### src/rtl/bus_fabric.sv
// Single-master bus fabric: base/mask decode, one outstanding transaction, sticky fault latch.
// Optional wait-state watchdog enabled by defining BUS_FABRIC_TIMEOUT_EN.
module bus_fabric #(
    parameter int                    SLV_CNT  = 6,
    parameter int                    AW       = 32,
    parameter int                    DW       = 32,
    parameter int                    ACCW     = 2,
    parameter logic [SLV_CNT*AW-1:0] SLV_BASE = '0,
    parameter logic [SLV_CNT*AW-1:0] SLV_MASK = '0,
    parameter int                    TIMEOUT  = 255
) (
    input  logic                  clk,
    input  logic                  rst,
    input  logic [AW-1:0]         m_addr,
    input  logic                  m_w_rb,
    input  logic [ACCW-1:0]       m_acc,
    input  logic [DW-1:0]         m_wdata,
    input  logic                  m_req,
    input  logic                  m_fault,
    output logic [DW-1:0]         m_rdata,
    output logic                  m_resp,
    output logic [AW-1:0]         s_addr,
    output logic                  s_w_rb,
    output logic [ACCW-1:0]       s_acc,
    output logic [DW-1:0]         s_wdata,
    output logic [SLV_CNT-1:0]    s_req,
    input  logic [SLV_CNT-1:0]    s_resp,
    input  logic [SLV_CNT*DW-1:0] s_rdata,
    input  logic [SLV_CNT-1:0]    s_fault,
    output logic                  fault,
    output logic [2:0]            fault_cause,
    output logic [AW-1:0]         fault_addr
);

    localparam int SW = (SLV_CNT > 1) ? $clog2(SLV_CNT) : 1;

    localparam logic [2:0] C_NONE     = 3'd0;
    localparam logic [2:0] C_DECODE   = 3'd1;
    localparam logic [2:0] C_SLAVE    = 3'd2;
    localparam logic [2:0] C_TIMEOUT  = 3'd3;
    localparam logic [2:0] C_MASTER   = 3'd4;
    localparam logic [2:0] C_PROTOCOL = 3'd5;

    typedef enum logic {S_IDLE, S_WAIT} state_t;

    generate
        if (SLV_CNT < 1 || SLV_CNT > 16 || TIMEOUT < 1 || TIMEOUT > 65535) begin : g_bad_cfg
            $error("bus_fabric: SLV_CNT or TIMEOUT out of range");
        end
    endgenerate

    state_t          state_q, state_d;
    logic [SW-1:0]   sel_q, sel_d;
    logic [AW-1:0]   addr_q, addr_d;
    logic            fault_q, fault_d;
    logic [2:0]      cause_q, cause_d;
    logic [AW-1:0]   faddr_q, faddr_d;

    logic [SLV_CNT-1:0] hit;
    logic [SLV_CNT-1:0] sel_oh;
    logic [SW-1:0]      sel_idx;
    logic               any_hit;
    logic               start;
    logic               in_wait;
    logic [SW-1:0]      act_idx;
    logic               act_resp;
    logic               act_sfault;
    logic               timeout_hit;
    logic [2:0]         det_cause;
    logic [AW-1:0]      det_addr;
    logic               det;

    genvar gi;
    generate
        for (gi = 0; gi < SLV_CNT; gi++) begin : g_dec
            assign hit[gi] = (m_addr & SLV_MASK[gi*AW +: AW]) == SLV_BASE[gi*AW +: AW];
        end
    endgenerate

    // Lowest-indexed matching slave wins on overlapping windows.
    always_comb begin
        sel_idx = '0;
        any_hit = 1'b0;
        for (int i = SLV_CNT - 1; i >= 0; i--) begin
            if (hit[i]) begin
                sel_idx = SW'(i);
                any_hit = 1'b1;
            end
        end
        sel_oh = '0;
        if (any_hit) begin
            sel_oh[sel_idx] = 1'b1;
        end
    end

    assign in_wait    = (state_q == S_WAIT) && !fault_q;
    assign start      = (state_q == S_IDLE) && m_req && any_hit && !fault_q;
    assign act_idx    = in_wait ? sel_q : sel_idx;
    assign act_resp   = (start || in_wait) && s_resp[act_idx];
    assign act_sfault = (start || in_wait) && s_fault[act_idx];

`ifdef BUS_FABRIC_TIMEOUT_EN
    localparam int CW = $clog2(TIMEOUT + 1);

    logic [CW-1:0] cnt_q, cnt_d;

    always_comb begin
        cnt_d = cnt_q;
        if (start) begin
            cnt_d = '0;
        end else if (in_wait && cnt_q != CW'(TIMEOUT)) begin
            cnt_d = cnt_q + 1'b1;
        end
    end

    always_ff @(posedge clk or posedge rst) begin
        if (rst) begin
            cnt_q <= '0;
        end else begin
            cnt_q <= cnt_d;
        end
    end

    // cnt_q holds completed wait cycles, so this is the TIMEOUT-th wait cycle.
    assign timeout_hit = in_wait && (cnt_q == CW'(TIMEOUT - 1)) && !s_resp[sel_q];
`else
    assign timeout_hit = 1'b0;
`endif

    always_comb begin
        det_cause = C_NONE;
        det_addr  = m_addr;
        if (!fault_q) begin
            if (m_fault) begin
                det_cause = C_MASTER;
            end else if (m_req && in_wait) begin
                det_cause = C_PROTOCOL;
            end else if (act_sfault) begin
                det_cause = C_SLAVE;
                det_addr  = in_wait ? addr_q : m_addr;
            end else if (m_req && !any_hit) begin
                det_cause = C_DECODE;
            end else if (timeout_hit) begin
                det_cause = C_TIMEOUT;
                det_addr  = addr_q;
            end
        end
    end

    assign det = (det_cause != C_NONE);

    always_comb begin
        state_d = state_q;
        sel_d   = sel_q;
        addr_d  = addr_q;
        fault_d = fault_q | det;
        cause_d = det ? det_cause : cause_q;
        faddr_d = det ? det_addr : faddr_q;
        if (fault_q || det) begin
            state_d = S_IDLE;
        end else begin
            case (state_q)
                S_IDLE: begin
                    if (start && !s_resp[sel_idx]) begin
                        state_d = S_WAIT;
                        sel_d   = sel_idx;
                        addr_d  = m_addr;
                    end
                end
                S_WAIT: begin
                    if (s_resp[sel_q]) begin
                        state_d = S_IDLE;
                    end
                end
                default: state_d = S_IDLE;
            endcase
        end
    end

    always_ff @(posedge clk or posedge rst) begin
        if (rst) begin
            state_q <= S_IDLE;
            sel_q   <= '0;
            addr_q  <= '0;
            fault_q <= 1'b0;
            cause_q <= C_NONE;
            faddr_q <= '0;
        end else begin
            state_q <= state_d;
            sel_q   <= sel_d;
            addr_q  <= addr_d;
            fault_q <= fault_d;
            cause_q <= cause_d;
            faddr_q <= faddr_d;
        end
    end

    // Reset also gates the combinational paths so requests drop without waiting for an edge.
    assign s_req   = (start && !rst) ? sel_oh : '0;
    assign m_resp  = act_resp && !act_sfault && !det && !rst;
    assign m_rdata = s_rdata[act_idx*DW +: DW];

    assign s_addr  = m_addr;
    assign s_w_rb  = m_w_rb;
    assign s_acc   = m_acc;
    assign s_wdata = m_wdata;

    assign fault       = fault_q;
    assign fault_cause = cause_q;
    assign fault_addr  = faddr_q;

endmodule
### config.mk
export PLATFORM = sky130hd
export DESIGN_NAME = bus_fabric
export DESIGN_NICKNAME = d
export VERILOG_FILES = /design/src/rtl/bus_fabric.sv
export SDC_FILE = /design/constraint.sdc
export NUM_CORES = 1
export LEC_CHECK = 0
export ABC_AREA = 0
export CORE_AREA = 3 3 159 161
export DETAILED_ROUTE_END_ITERATION = 16
export DIE_AREA = 0 0 162 164
export GPL_TIMING_DRIVEN = 0
export SETUP_SLACK_MARGIN = 0.2
export SYNTH_ARGS = -nofsm -noshare
export SYNTH_HDL_FRONTEND = slang
export SYNTH_SLANG_ARGS = --single-unit
### constraint.sdc
create_clock -name clk -period 1.97 [get_ports clk]
set_input_delay 0.2955 -clock clk [delete_from_list [all_inputs] [get_ports clk]]
set_output_delay 0.2955 -clock clk [all_outputs]
set_load 0.05 [all_outputs]
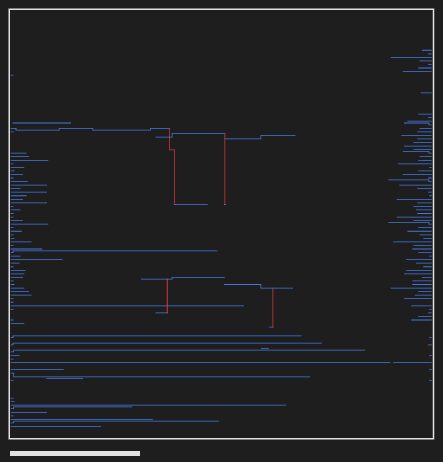
(run_1/metal_stack.png)
Scale bar: 50 µm. Two of the layers only.
met3: drawn in blue, wire length 2080 µm. met4: drawn in red, wire length 86.2 µm.
global-route total usage across every layer: 9.96%
overall routed net length: 13400 µm

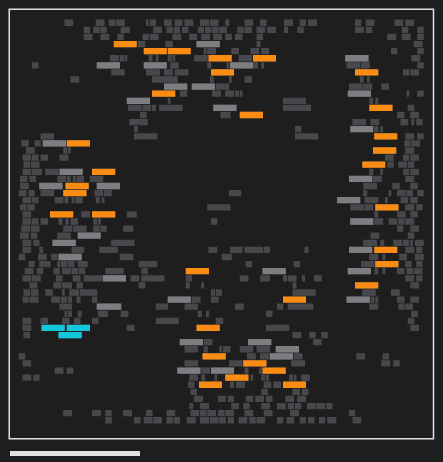
(run_1/registers.png)
Scale bar: 50 µm. Other sequential cells in the stronger grey, the rest of the logic in the fainter grey.
fault_addr: drawn in orange, placed flops 32, where all over the die. fault_cause: drawn in cyan, placed flops 3.
Another 34 sequential cells are not coloured.
sequential cell power: 1.58 mW
final design utilization: 27.1%
fraction of standard cell area that is sequential: 26.4%
Reg area: 1730 µm²

==> notes.md, run 1 <==
State of the implementation.

- The flow ran to the end, and the final reports show no timing, DRC or antenna violations.
- The die covers 26600 µm².
- The multi-input combinational cell count is 153, for reference.
- The proportion of power drawn by flip-flops and latches is 33.5%, for reference.
- Among logic cells in the layout, the one with the most instances is sky130_fd_sc_hd__buf_4.
- The cell class ranked first by area is non-clock buffers, for reference.
- The worst setup path is launched from a register.
- The distinct cell type count after synthesis is 29, for reference.
- The post-synthesis async set-or-reset flop share is 100%, for reference.
- The count of nets after finishing is 820, for reference.
- For this design, Yosys synthesis ends with a cell count of 339.
- The post-synthesis sequential element count is 69, for reference.
- Per the summary, power density relative to cell area is 720 nW/µm².
- The root buffer cell chosen for the clock tree is sky130_fd_sc_hd__clkbuf_16.
- The final-layout clock buffer total is 10, for reference.
- Dividing the detail-routed wire length by the instance count gives 15.4 µm.
- Per the OpenROAD power report, leakage power amounts to 3.40 nW.
- The maximum number of pins on one net before global-route repair is 38, for reference.
- The clock tree from TritonCTS is done, for reference.
- The hold-critical path endpoint is fault_addr[5], for reference.
- Data on the critical path arrives at its endpoint at 2.10 ns.
- The via count of the first global-routing pass was 3094.
- The first detailed-routing pass ran for 4 iterations.
- The synthesized area per cell is 11.4 µm², for reference.
- The transition time of the tightest slew-check pin is 0.815 ns, for reference.
- Data on the critical path is required at its endpoint by 2.19 ns.
- The routed design shows a via density per instance of 3.47.
- The post-route worst hold slack is 0.470 ns, for reference.
- Looking at the power breakdown, the clock network takes 35.2% of the total.
- The setup skew after layout is 0.00511 ns, for reference.
- The worst path in the final design needs a cycle of 1.88 ns, including I/O delays and setup.
- The final setup violation count is 0, for reference.
- The clock tree synthesis step divided the H-tree into 3 levels.
- During tapcell insertion the tool placed 324 well taps.
- The detailed-route DRC error count is 0, for reference.
- Along the worst hold path, the cell count comes to 2.
- The count of final hold-check violations is 0, for reference.
- The max-slew headroom at the worst pin is 45.5%, for reference.
- The largest single stage delay on the critical path is 0.49 ns.
- The endpoint class of the critical path is a register, for reference.
- The dominant register cell in the synthesized netlist is sky130_fd_sc_hd__dfrtp_1, for reference.
- The overflow left after global routing is 0, for reference.
- The starting density of the core is 16.0%, for reference.
- In this run the critical register-to-register path is captured at addr_q[22].
- Before any placement, the netlist area is recorded as 3870 µm².
- The post-layout total power is 4.71 mW, for reference.
- The number of placed instances, taps included is 842, for reference.
- The area figure in the yosys stat output is 3870 µm², for reference.
- The worst VDD IR drop from the latest analysis is 0.317 mV.
- The vertical die dimension reported for this design is 164 µm.
- The report puts the hold buffer count at CTS at 0.
- Derived from the worst setup path, the maximum achievable clock frequency is 532 MHz.
- The number of antenna violations at the first check in global routing is 1, for reference.
- The startpoint of the most critical register-to-register path is fault, for reference.
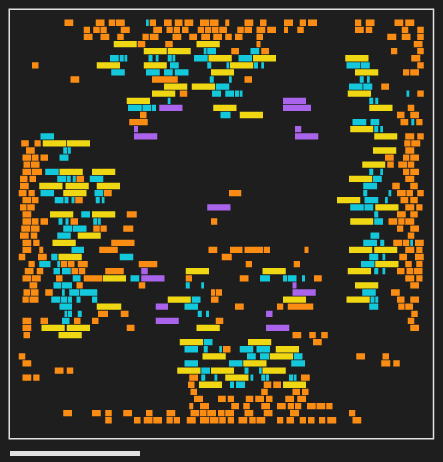
(run_1/cell_classes.png)
Scale bar: 50 µm.
clock drivers and dummy loads: drawn in purple, cells 16, share of their area 4.9%. other buffers and delay cells: drawn in orange, cells 310, share of their area 46%. all other logic: drawn in cyan, cells 155, share of their area 21%. flip-flops: drawn in yellow, cells 69, share of their area 28%.
placeable core region: 24100 µm²
std cell rows: 57
area of all placed cells without fillers: 6540 µm²

## run 1: registers in the layout (all words and copies together), names as in the netlist
register,count
addr_q,32
fault_addr,32
fault_cause,3
fault,1
state_q,1
## run 1: power groups by stage
stage	sequential (mW)	clock (mW)	combinational, mW
after floorplan	1.92	0	0.699
after global placement	1.60	0	1.56
after detailed placement	1.61	0	1.57
after CTS	1.58	1.74	1.49
after global routing	1.59	1.80	1.56
final	1.58	1.66	1.47
## run 1: worst max path at each step
stage	cells past startpoint	endpoint	slack (ns)
after floorplan	6	addr_q[0]	0.03
after global placement	5	fault_addr[31]	-0.64
after detailed placement	5	fault_addr[7]	-0.68
after CTS	5	m_resp	0.07
after global routing	6	addr_q[29]	0.04
final	6	addr_q[22]	0.09
## run 1: layer usage
layer  GRT usage (%)  share of wire [%]
met1            12.5                 43
met2            13.7                 41
met4            2.44               0.64
met5               0                  0
met3            7.06                 16
## run 1: Yosys cell counts (all sizes together), types with 2 or more instances
library cell / instances / area, µm²
buf: 113 / 883
dfrtp: 69 / 1730
o21ai: 35 / 175
mux2: 32 / 473
mux2i: 32 / 320
nand2: 32 / 120
clkbuf: 6 / 22.5
nor2: 3 / 13.8
inv: 2 / 7.51
## run 1: per-stage QoR
stage	area, µm²	util (%)
2_1_floorplan	3910	-
3_3_place_gp	6050	25.1
3_5_place_dp	6070	25.2
4_1_cts	6480	26.9
5_1_grt	6540	27.1
6_report	6540	27.1
## run 1: cells by family after synthesis
group,count (synthesis),synth area share (%)
AOI/OAI and AO/OA,40,5.63
xor gates and xnor gates,1,0.227
adders and majority gates,1,0.259
buffers and inverters,121,23.6
DFF,69,44.7
muxes,64,20.5
other,1,0.0970
and+or+nand+nor,42,4.98
==> run_1/gate_families.png <==
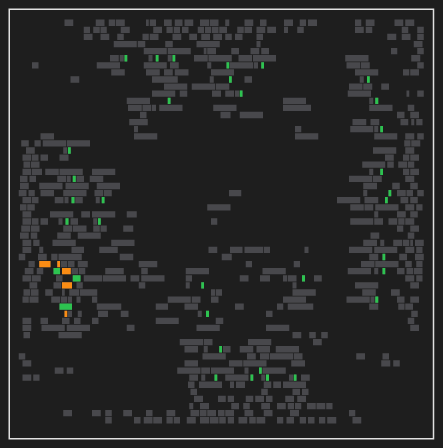

==> inputs of run 2 (changes only) <==
--- a/config.mk
+++ b/config.mk
@@ -6,10 +6,9 @@
 export NUM_CORES = 1
 export LEC_CHECK = 0
 export ABC_AREA = 0
-export CORE_AREA = 3 3 159 161
+export CORE_AREA = 2 2 163 165
 export DETAILED_ROUTE_END_ITERATION = 16
-export DIE_AREA = 0 0 162 164
-export GPL_TIMING_DRIVEN = 0
+export DIE_AREA = 0 0 165 167
 export SETUP_SLACK_MARGIN = 0.2
 export SYNTH_ARGS = -nofsm -noshare
 export SYNTH_HDL_FRONTEND = slang
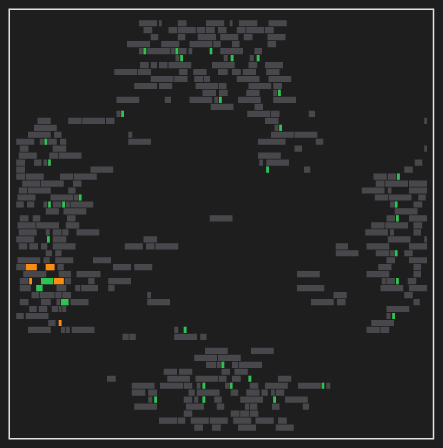
(run_2/gate_families.png)
NAND gates: drawn in green, cells 35, where all over the die. NOR gates: drawn in orange, cells 5.
non-filler instance count after layout: 704
fraction of area in multi-input gates: 23.7%
commonest non-fill, non-tap cell in the layout: sky130_fd_sc_hd__dfrtp_1

==> notes.md, run 2 <==
State of the implementation.

- In this run the critical register-to-register path is captured at addr_q[13].
- The count of nets after finishing is 639 (-22%), for reference.
- The chip area is 27600 µm² (+3.7%), for reference.
- The transition time of the tightest slew-check pin is 0.544 ns (-0.271 ns).
- The top logic cell family in the synthesized netlist is buffers and inverters, for reference.
- The highest metal layer with signal wires is met5, for reference.
- The internal power is 3.02 mW, for reference.
- The boundary pin count is 417, for reference.
- The worst setup slack before clock tree synthesis is -0.314 ns, for reference.
- The power density over cell area was 819 nW/µm² (+14%).
- The global routing met1 resource utilization came to 8.83% (-3.7 points).
- The cell area after technology mapping was 3870 µm² (unchanged).
- The total number of vias is 2326, for reference.
- The overall global routing resource usage is 7.89% (-2.1 points), for reference.
- TritonCTS built the clock tree.
- The relative contribution of the clock network to total power is 40.8% (+5.6 points).
- The post-route cell area is 5370 µm² (-18%), for reference.
- The total length of routed met2 wires is 4210 µm (-23%), for reference.
- The met3 global-route usage came to 6.58% (-0.49 points).
- Warnings reported by Yosys during synthesis add up to 0.
- The post-synthesis share of cell area spent on full adders, half adders and majority gates was 0.259% (unchanged).
- The final routed wirelength across all metal layers is 10500 µm (-22%), for reference.
- The startpoint class of the critical path is a register, for reference.
- The most common cell in the synthesized netlist is sky130_fd_sc_hd__buf_4, for reference.
- The tap cell instance count is 335 (+3.4%), for reference.
- The flow ran to the end, and the final reports show no timing, DRC or antenna violations.
- The startpoint of the most critical register-to-register path is state_q, for reference.
- The post-synthesis sequential element count came to 69 (unchanged).
- The starting density of the core is 15.0% (-1.0 points).
- The placed instance area came to 5050 µm² (-17%).
- The shortest period the worst path allows is 1.84 ns (-0.0395 ns).
- The wire length per cell is 14.9 µm (-2.9%), for reference.
- The number of antenna-violating nets in the routed design is 0, for reference.
- The setup skew after layout came to 0.00666 ns (+0.00156 ns).
- The net load switching power is 1.37 mW, for reference.
- The distinct cell type count after synthesis was 29 (unchanged).
- In this run the most used layer during global routing was met2.
- The floorplan die width is 165 µm, for reference.
- The overflow left after global routing was 0 (unchanged).
- The leakage dissipation was 2.73 nW (-20%).
- The number of detailed-route iterations in the first pass was 4 (unchanged).
- The fraction of layout cells with a size suffix above 1 is 32.8%, for reference.
- The hold-critical path endpoint is fault, for reference.
- By area, sequential cells come first.
- The area fraction in mux cells is 20.5% (unchanged), for reference.
- The fmax was 543 MHz (+2.1%).
- The final-layout clock buffer total was 10 (unchanged).
- The area figure in the yosys stat output is 3870 µm² (unchanged), for reference.
- The number of antenna violations at the first check in global routing was 0 (-1).
- The register cell area after layout was 1730 µm² (unchanged).
- Ranking logic cells in the layout by count gives the top entries 68 x sky130_fd_sc_hd__dfrtp_1, 39 x sky130_fd_sc_hd__buf_12, 35 x sky130_fd_sc_hd__o21ai_0, 35 x sky130_fd_sc_hd__clkdlybuf4s50_1.
- The via count of the first global-routing pass is 2429 (-21%), for reference.
- The final setup violation count is 0 (unchanged).
- The maximum number of pins on one net before global-route repair is 36 (-5.3%), for reference.
- The routed length on met3 was 1770 µm (-15%).
- The peak supply drop came to 0.251 mV (-21%).
- The fraction of synthesized cell area taken by the top area cell type came to 44.7% (unchanged).
- The routed length on met1 was 4120 µm (-29%).
- The parity-gate share of the synthesized area counting xor and xnor cells is 0.227% (unchanged), for reference.
- The core region area came to 25800 µm² (+6.9%).
- The worst path required time is 1.67 ns (-0.52 ns), for reference.
- By area the synthesized netlist is led by sky130_fd_sc_hd__dfrtp_1 45%, sky130_fd_sc_hd__buf_4 20%, sky130_fd_sc_hd__mux2_4 12%.
- The die boundary height is 167 µm (+1.8%).
- Non-clock inverters in the final layout number 2.
- The fraction of area in clock buffers and inverters is 6.06%, for reference.
- The commonest cells after synthesis are 104 x sky130_fd_sc_hd__buf_4, 69 x sky130_fd_sc_hd__dfrtp_1, 35 x sky130_fd_sc_hd__o21ai_0.
- The number of stages on the worst hold path was 3 (+1).
- The detailed-route DRC error count is 0 (unchanged), for reference.
- Of all cell types, the one taking the most synthesized area is sky130_fd_sc_hd__dfrtp_1.
- The total cells reported by yosys after synthesis was 339 (unchanged).
- The multi-input combinational cell count came to 153 (unchanged).
- The synthesized area per cell is 11.4 µm² (unchanged), for reference.
- The count of final hold-check violations was 0 (unchanged).
- The dominant register cell in the synthesized netlist is sky130_fd_sc_hd__dfrtp_1, for reference.
- The cell chosen for the clock root is sky130_fd_sc_hd__clkbuf_16, for reference.
- The synthesized-area fraction occupied by ao, oa, aoi and oai cells was 5.63% (unchanged).
- The post-synthesis async set-or-reset flop share was 100% (unchanged).
- The H-tree level count is 3 (unchanged).
- The max-slew headroom at the worst pin is 63.9% (+18 points), for reference.
- The proportion of power drawn by flip-flops and latches is 36.0% (+2.5 points).
- The number of rows created at floorplan is 59 (+3.5%), for reference.
- The final count of pins violating max slew is 0, for reference.
- The post-synth tally of flip-flops with integrated enable is 0, for reference.
- The met2 global-route usage is 10.4% (-3.3 points), for reference.
- The data arrival time of the critical path is 1.54 ns (-0.56 ns), for reference.
- The area fraction in and, or, nand and nor cells after synthesis came to 4.98% (unchanged).
- The via density per instance came to 3.30 (-4.9%).
- The endpoint class of the critical path is an output port, for reference.
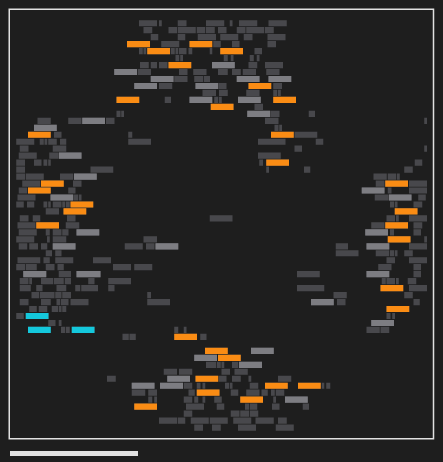
(run_2/registers.png)
Scale bar: 50 µm. Other sequential cells in the stronger grey, the rest of the logic in the fainter grey.
fault_cause: drawn in cyan, placed flops 3. fault_addr: drawn in orange, placed flops 32, where all over the die.
fraction of standard cell area that is sequential: 32.2%
final design utilization: 20.8%

run 2: cell counts after synthesis:
No cell type changed its count.
run 2: through the flow:
step                      utilization, %  TNS (ns)  cells  total power [mW]  hold WS, ns
after global placement              19.6    -11.01    687              2.69        0.462
final                               20.8         0    704              4.40        0.415
after global routing                20.8         0    704              4.62        0.434
after detailed placement            19.6    -10.83    687              2.69        0.472
after floorplan                        -         0    343              2.62        0.362
after CTS                           20.7         0    703              4.51        0.482
run 2: power groups by stage:
| stage | sequential, mW | clock [mW] | combinational, mW |
|---|---|---|---|
| floorplan | 1.92 | 0 | 0.699 |
| global placement | 1.61 | 0 | 1.08 |
| detailed placement | 1.61 | 0 | 1.08 |
| CTS | 1.58 | 1.89 | 1.03 |
| global route | 1.60 | 1.94 | 1.08 |
| finish | 1.58 | 1.80 | 1.02 |
run 2: critical path: stages, from the launching register on:
cell                        delay, ns
sky130_fd_sc_hd__dfrtp_1         0.39
sky130_fd_sc_hd__buf_6           0.13
sky130_fd_sc_hd__xor2_2          0.11
sky130_fd_sc_hd__nand3b_1        0.12
sky130_fd_sc_hd__nor3b_2         0.25
sky130_fd_sc_hd__clkbuf_16       0.20
run 2: worst max-delay path by stage:
stage	start	to	depth (start not counted)	slack, ns
floorplan	fault	addr_q[0]	6	0.03
global placement	m_req	addr_q[12]	5	-0.32
detailed placement	m_req	addr_q[13]	5	-0.31
finish	state_q	m_resp	5	0.13
CTS	state_q	m_resp	5	0.07
global route	state_q	m_resp	5	0.02
run 2: repair_timing:
action / 4_1_cts / 5_1_grt
setup endpoints to repair: 61 / 1
pin swaps: 1 / 4
endpoints found under the hold margin: 0 / 0
resized: 30 / 5
hold buffers: 0 / 0
setup buffers: 0 / 1
==> run_2/metal_stack.png <==
Scale bar: 50 µm. Two of the layers only.
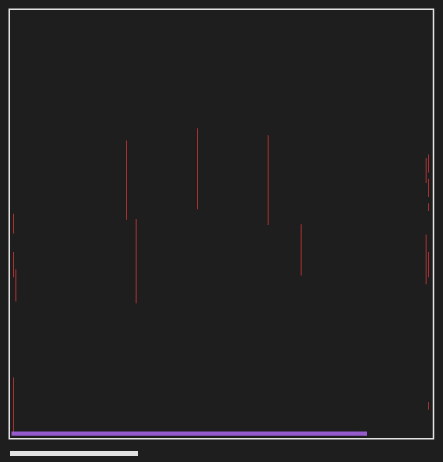

==> inputs of run 3 (changes only) <==
--- a/config.mk
+++ b/config.mk
@@ -9,6 +9,7 @@
 export CORE_AREA = 2 2 163 165
 export DETAILED_ROUTE_END_ITERATION = 16
 export DIE_AREA = 0 0 165 167
+export MAX_ROUTING_LAYER = met4
 export SETUP_SLACK_MARGIN = 0.2
 export SYNTH_ARGS = -nofsm -noshare
 export SYNTH_HDL_FRONTEND = slang
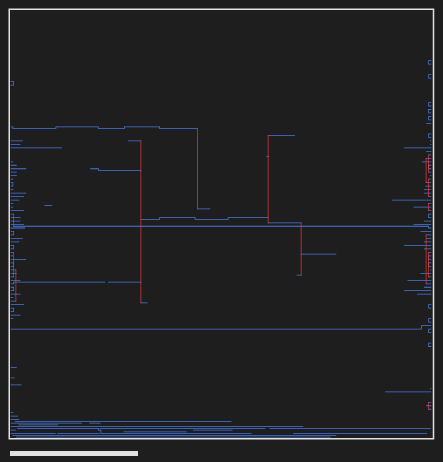
(run_3/metal_stack.png)
Scale bar: 50 µm. Two of the layers only.
overall routed net length: 10400 µm
routed via count: 2309
post-DR wirelength/cell: 14.8 µm
global-route total usage across every layer: 8.14%

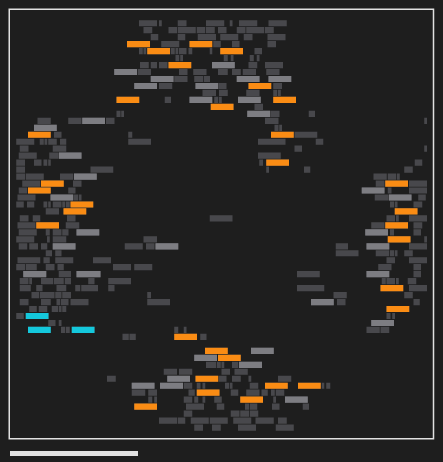
(run_3/registers.png)
Scale bar: 50 µm. Other sequential cells in the stronger grey, the rest of the logic in the fainter grey.
fault_addr: drawn in orange, placed flops 32, where all over the die. fault_cause: drawn in cyan, placed flops 3.
Another 34 sequential cells are not coloured.

==> notes.md, run 3 <==
State of the implementation.

- The count of nets after finishing is 639 (unchanged), for reference.
- The detailed-route DRC error count is 0 (unchanged), for reference.
- The fraction of layout cells with a size suffix above 1 is 32.8% (unchanged), for reference.
- The met2 global-route usage was 10.5% (+0.091 points).
- The shortest period the worst path allows came to 1.84 ns (-0.00231 ns).
- The post-synth tally of flip-flops with integrated enable is 0 (unchanged), for reference.
- The flow ran to the end, and the final reports show no timing, DRC or antenna violations.
- The worst setup slack before clock tree synthesis came to -0.314 ns (unchanged).
- The dominant register cell in the synthesized netlist is sky130_fd_sc_hd__dfrtp_1, for reference.
- The layer with the highest usage is met2, for reference.
- The final setup violation count was 0 (unchanged).
- The area figure in the yosys stat output came to 3870 µm² (unchanged).
- The fmax came to 544 MHz (+0.13%).
- The core region area came to 25800 µm² (unchanged).
- The maximum number of pins on one net before global-route repair is 36 (unchanged), for reference.
- The post-synthesis async set-or-reset flop share is 100% (unchanged), for reference.
- The overflow left after global routing is 0 (unchanged), for reference.
- The number of detailed-route iterations in the first pass is 4 (unchanged), for reference.
- The final count of pins violating max slew is 0 (unchanged), for reference.
- The number of warnings issued by yosys is 0 (unchanged), for reference.
- The number of hold-repair buffers added at the cts stage is 0 (unchanged), for reference.
- The launch point of the critical path is state_q, for reference.
- The main area contributors are sky130_fd_sc_hd__dfrtp_1 45%, sky130_fd_sc_hd__buf_4 20%, sky130_fd_sc_hd__mux2_4 12%.
- The endpoint class of the critical path is an output port, for reference.
- In this run the critical path is formed by buf_6 > xor2_2 > nand3b_1 > nor3b_2 > clkbuf_16.
- The post-synthesis sequential element count is 69 (unchanged), for reference.
- The most common cell in the synthesized netlist is sky130_fd_sc_hd__buf_4, for reference.
- The synthesized area per cell is 11.4 µm² (unchanged), for reference.
- The hold-critical path endpoint is fault, for reference.
- By instance count after routing, the leading logic cell type is sky130_fd_sc_hd__dfrtp_1.
- The cell chosen for the clock root is sky130_fd_sc_hd__clkbuf_16, for reference.
- The number of resized instances in the post-cts repair step came to 30 (unchanged).
- The met3 global-route usage is 6.58% (unchanged).
- The number of antenna violations at the first check in global routing was 0 (unchanged).
- The delay of the slowest critical-path stage is 0.39 ns (about the same), for reference.
- The via count of the first global-routing pass was 2420 (-0.37%).
- The critical path's slowest cell is sky130_fd_sc_hd__dfrtp_1, for reference.
- The number of stages on the worst hold path is 3 (unchanged), for reference.
- The starting density of the core is 15.0% (unchanged).
- The utilization of the core after routing is 20.8% (unchanged), for reference.
- The number of antenna-violating nets in the routed design is 0 (unchanged), for reference.
- The H-tree level count is 3 (unchanged), for reference.
- The data arrival time of the critical path is 1.54 ns (about the same), for reference.
- The post-route worst hold slack was 0.416 ns (+0.00101 ns).
- The total cells reported by yosys after synthesis is 339 (unchanged).
[run 3: cell counts after synthesis]
No cell type changed its count.
[run 3: worst max-delay path by stage]
stage	endpoint	depth (start not counted)	slack [ns]
finish	m_resp	5	0.13
CTS	m_resp	5	0.07
detailed placement	addr_q[13]	5	-0.31
global placement	addr_q[12]	5	-0.32
floorplan	addr_q[0]	6	0.03
global route	m_resp	5	0.02
[run 3: cell families (layout without fill, tap and decap cells)]
group / after synthesis / in the layout / share of synthesized area (%)
compound gates: 40 / 40 / 5.63
xor+xnor: 1 / 1 / 0.227
fa+ha+maj: 1 / 1 / 0.259
buf+inv: 121 / 147 / 23.6
flops: 69 / 69 / 44.7
mux: 64 / 64 / 20.5
other cells: 1 / 5 / 0.0970
simple gates: 42 / 42 / 4.98
[run 3: cell type report]
| class | count | area (µm²) | share of cell area (%) |
|---|---|---|---|
| Multi-Input combinational cell | 153 | 1270 | 23.7 |
| Inverter | 2 | 11.3 | 0.210 |
| Clock inverter | 6 | 86.3 | 1.61 |
| Clock buffer | 10 | 239 | 4.45 |
| Timing Repair Buffer | 129 | 1610 | 30.0 |
| Tap cell | 335 | 419 | 7.81 |
| Sequential cell | 69 | 1730 | 32.2 |
[run 3: where the power goes]
| group | switching, mW | internal [mW] | total, mW | leakage, nW |
|---|---|---|---|---|
| clock | 0.653 | 1.14 | 1.79 | 0.158 |
| sequential | 0.0558 | 1.53 | 1.58 | 0.902 |
| combinational | 0.663 | 0.355 | 1.02 | 1.67 |
[run 3: worst max-delay path: cells and delay by family (launching register included)]
kind / cells / cell delay [ns]
AND/OR/NAND/NOR: 2 / 0.37
flip-flops: 1 / 0.39
buffers and inverters: 2 / 0.33
XOR/XNOR: 1 / 0.11
Power is estimated from default activity; no workload was simulated.
